--- src/rtl/draw_line_gen.sv ---
// Bresenham line rasteriser: accepts two endpoints, emits one on-screen pixel per accepted
// beat with valid/ready backpressure, clips off-screen points, supports abort and done pulse.
module draw_line_gen #(
    parameter int unsigned H_RES = 160,
    parameter int unsigned V_RES = 120,
    parameter int unsigned XW    = 8,
    parameter int unsigned YW    = 7
) (
    input  logic          clk,
    input  logic          rst_n,
    input  logic          cmd_valid_i,
    output logic          cmd_ready_o,
    input  logic [XW-1:0] cmd_x0_i,
    input  logic [YW-1:0] cmd_y0_i,
    input  logic [XW-1:0] cmd_x1_i,
    input  logic [YW-1:0] cmd_y1_i,
    input  logic          abort_i,
    output logic          pix_valid_o,
    input  logic          pix_ready_i,
    output logic [XW-1:0] pix_x_o,
    output logic [YW-1:0] pix_y_o,
    output logic          busy_o,
    output logic          done_o
);

    localparam int unsigned CW  = (XW > YW) ? XW : YW;
    localparam int unsigned EW  = CW + 3;  // error term width
    localparam int unsigned DXW = XW + 2;
    localparam int unsigned DYW = YW + 2;

    localparam logic [XW:0] HResW = (XW + 1)'(H_RES);
    localparam logic [YW:0] VResW = (YW + 1)'(V_RES);
    localparam logic [XW:0] XOne  = (XW + 1)'(1);
    localparam logic [YW:0] YOne  = (YW + 1)'(1);

    typedef enum logic [1:0] {
        StIdle  = 2'd0,
        StSetup = 2'd1,
        StDraw  = 2'd2
    } state_e;

    state_e                 state_q;
    logic [XW-1:0]          x0_q, x1_q;
    logic [YW-1:0]          y0_q, y1_q;
    logic signed [DXW-1:0]  dx_q;
    logic signed [DYW-1:0]  dy_q;
    logic                   sx_neg_q, sy_neg_q;
    logic signed [EW-1:0]   err_q;
    logic [XW:0]            cur_x_q;
    logic [YW:0]            cur_y_q;
    logic                   done_q;

    logic [XW-1:0]          x_abs;
    logic [YW-1:0]          y_abs;
    logic signed [DXW-1:0]  dx_set;
    logic signed [DYW-1:0]  dy_set;
    logic signed [EW-1:0]   err_set;
    logic signed [EW-1:0]   dx_e, dy_e;
    logic signed [EW:0]     dx_c, dy_c, e2;
    logic                   step_x, step_y;
    logic signed [EW-1:0]   err_d;
    logic [XW:0]            cur_x_d;
    logic [YW:0]            cur_y_d;
    logic                   on_screen;
    logic                   at_end;
    logic                   advance;

    // Setup-time deltas and per-step Bresenham update from the current error term.
    always_comb begin
        x_abs   = (x1_q >= x0_q) ? (x1_q - x0_q) : (x0_q - x1_q);
        y_abs   = (y1_q >= y0_q) ? (y1_q - y0_q) : (y0_q - y1_q);
        dx_set  = {2'b00, x_abs};
        dy_set  = -$signed({2'b00, y_abs});
        err_set = {{(EW - DXW){dx_set[DXW-1]}}, dx_set}
                + {{(EW - DYW){dy_set[DYW-1]}}, dy_set};

        dx_e = {{(EW - DXW){dx_q[DXW-1]}}, dx_q};
        dy_e = {{(EW - DYW){dy_q[DYW-1]}}, dy_q};
        dx_c = {dx_e[EW-1], dx_e};
        dy_c = {dy_e[EW-1], dy_e};
        e2   = {err_q, 1'b0};

        // Both tests use the old error so a diagonal step updates x and y together.
        step_x = (e2 >= dy_c);
        step_y = (e2 <= dx_c);

        err_d = err_q;
        if (step_x) err_d = err_d + dy_e;
        if (step_y) err_d = err_d + dx_e;

        cur_x_d = cur_x_q;
        if (step_x) cur_x_d = sx_neg_q ? (cur_x_q - XOne) : (cur_x_q + XOne);
        cur_y_d = cur_y_q;
        if (step_y) cur_y_d = sy_neg_q ? (cur_y_q - YOne) : (cur_y_q + YOne);

        on_screen = (cur_x_q < HResW) && (cur_y_q < VResW);
        at_end    = (cur_x_q == {1'b0, x1_q}) && (cur_y_q == {1'b0, y1_q});
        // Clipped points never wait for the consumer.
        advance   = !on_screen || pix_ready_i;
    end

    // Line FSM: latch command, one setup cycle, then step one point per advance.
    always_ff @(posedge clk or negedge rst_n) begin
        if (!rst_n) begin
            state_q  <= StIdle;
            x0_q     <= '0;
            x1_q     <= '0;
            y0_q     <= '0;
            y1_q     <= '0;
            dx_q     <= '0;
            dy_q     <= '0;
            sx_neg_q <= 1'b0;
            sy_neg_q <= 1'b0;
            err_q    <= '0;
            cur_x_q  <= '0;
            cur_y_q  <= '0;
            done_q   <= 1'b0;
        end else begin
            done_q <= 1'b0;
            case (state_q)
                StIdle: begin
                    if (cmd_valid_i) begin
                        x0_q    <= cmd_x0_i;
                        y0_q    <= cmd_y0_i;
                        x1_q    <= cmd_x1_i;
                        y1_q    <= cmd_y1_i;
                        state_q <= StSetup;
                    end
                end
                StSetup: begin
                    if (abort_i) begin
                        state_q <= StIdle;
                        done_q  <= 1'b1;
                    end else begin
                        dx_q     <= dx_set;
                        dy_q     <= dy_set;
                        sx_neg_q <= !(x0_q < x1_q);
                        sy_neg_q <= !(y0_q < y1_q);
                        err_q    <= err_set;
                        cur_x_q  <= {1'b0, x0_q};
                        cur_y_q  <= {1'b0, y0_q};
                        state_q  <= StDraw;
                    end
                end
                StDraw: begin
                    if (abort_i) begin
                        state_q <= StIdle;
                        done_q  <= 1'b1;
                    end else if (advance) begin
                        if (at_end) begin
                            state_q <= StIdle;
                            done_q  <= 1'b1;
                        end else begin
                            err_q   <= err_d;
                            cur_x_q <= cur_x_d;
                            cur_y_q <= cur_y_d;
                        end
                    end
                end
                default: state_q <= StIdle;
            endcase
        end
    end

    assign cmd_ready_o = (state_q == StIdle);
    assign busy_o      = (state_q == StSetup) || (state_q == StDraw);
    assign pix_valid_o = (state_q == StDraw) && on_screen;
    assign pix_x_o     = cur_x_q[XW-1:0];
    assign pix_y_o     = cur_y_q[YW-1:0];
    assign done_o      = done_q;

endmodule

--- config.mk ---
export PLATFORM = sky130hd
export DESIGN_NAME = draw_line_gen
export DESIGN_NICKNAME = d
export VERILOG_FILES = /design/src/rtl/draw_line_gen.sv
export SDC_FILE = /design/constraint.sdc
export NUM_CORES = 1
export LEC_CHECK = 0
export CORE_MARGIN = 3
export CORE_UTILIZATION = 52
export DETAILED_ROUTE_END_ITERATION = 12
export PLACE_DENSITY = 0.72
export SETUP_SLACK_MARGIN = 0.05
export SYNTH_ARGS = -nofsm -noshare
export SYNTH_HDL_FRONTEND = slang
export SYNTH_SLANG_ARGS = --single-unit
--- constraint.sdc ---
create_clock -name clk -period 4.6 [get_ports clk]
set_input_delay 0.69 -clock clk [delete_from_list [all_inputs] [get_ports clk]]
set_output_delay 0.69 -clock clk [all_outputs]
set_load 0.02 [all_outputs]
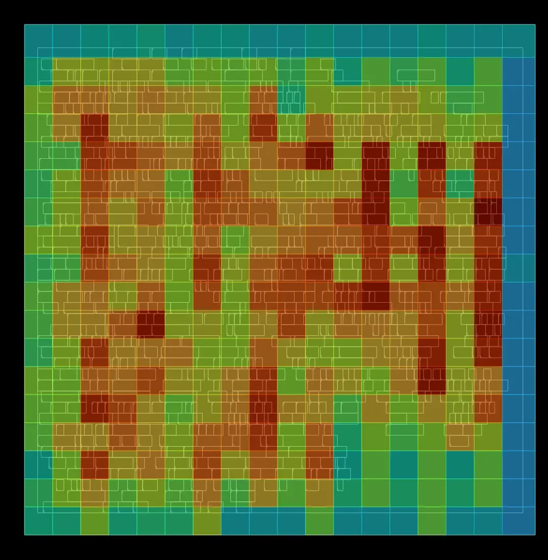
**Above:** routing congestion map.
average wire per standard cell: 18.5 µm
GRT busiest layer: met2

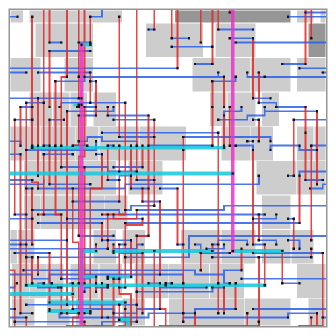
**Above:** layout detail.
Window x 50 to 75, y 25 to 50 µm. Cells in grey, sequential cells in the stronger grey; small squares are vias.
colour	layer
red	metal 2
blue	metal 1
magenta	metal 4
cyan	metal 3
cells with their middle in the window	54
most frequent	o21ai_0 (6)
sequential cells in the window	0

==> flow_summary.yaml <==
# synthesis and place-and-route metrics
status:
  status: "completed"
synth:
  syn_inst: 816
  ys.flop_type: "dfrtp_1"
  async_flop_share_pct: 100
  simple_gate_area_share_pct: 12.3
  yosys.cell_count.top_type: "ha_1"
  area_leaders: "dfrtp_1 (27%), ha_1 (16%), mux2_2 (7.4%), xnor2_1 (5.2%), a21oi_1 (4.3%)"
  xor_share_pct: 6.87
  edf_count: 0
finish:
  drive_gt1_share_pct: 10.9
  stdcell_count: 1031
  antenna_cells: 0
  buffers_excl_clock: 61
  top_regs: "err_q: 11 flops, cur_x_q: 9 flops, dy_q: 9 flops"
  regMostFlops: "err_q"
  largest_register_ffs: 11
  comb_area_um2: 4920
final_timing:
  period_minus_slack_ps: 4260
  fin_setup_tns_ps: 0
  drv_slew: 0
place:
  place_worst_setup_slack_ps: 286
  dp.cells: 1015
  port_buffers: 53
  gp_congestion: 0.963
route:
  drt_iter0_drc: 361
  viasPerCell: 5.98
  wl_met2_um: 9220
  antenna_left: 0
  routed-wl-met3_um: 936
  routed_wl_um: 19000
run:
  max-cap-violations: 0
worst_setup_path:
  worstSetupPathType: "register to register"
  r2r_setup_slack_ps: 340
  regToRegStartpoint: "y0_q[4]"
grt:
  antenna_found_initial: 0
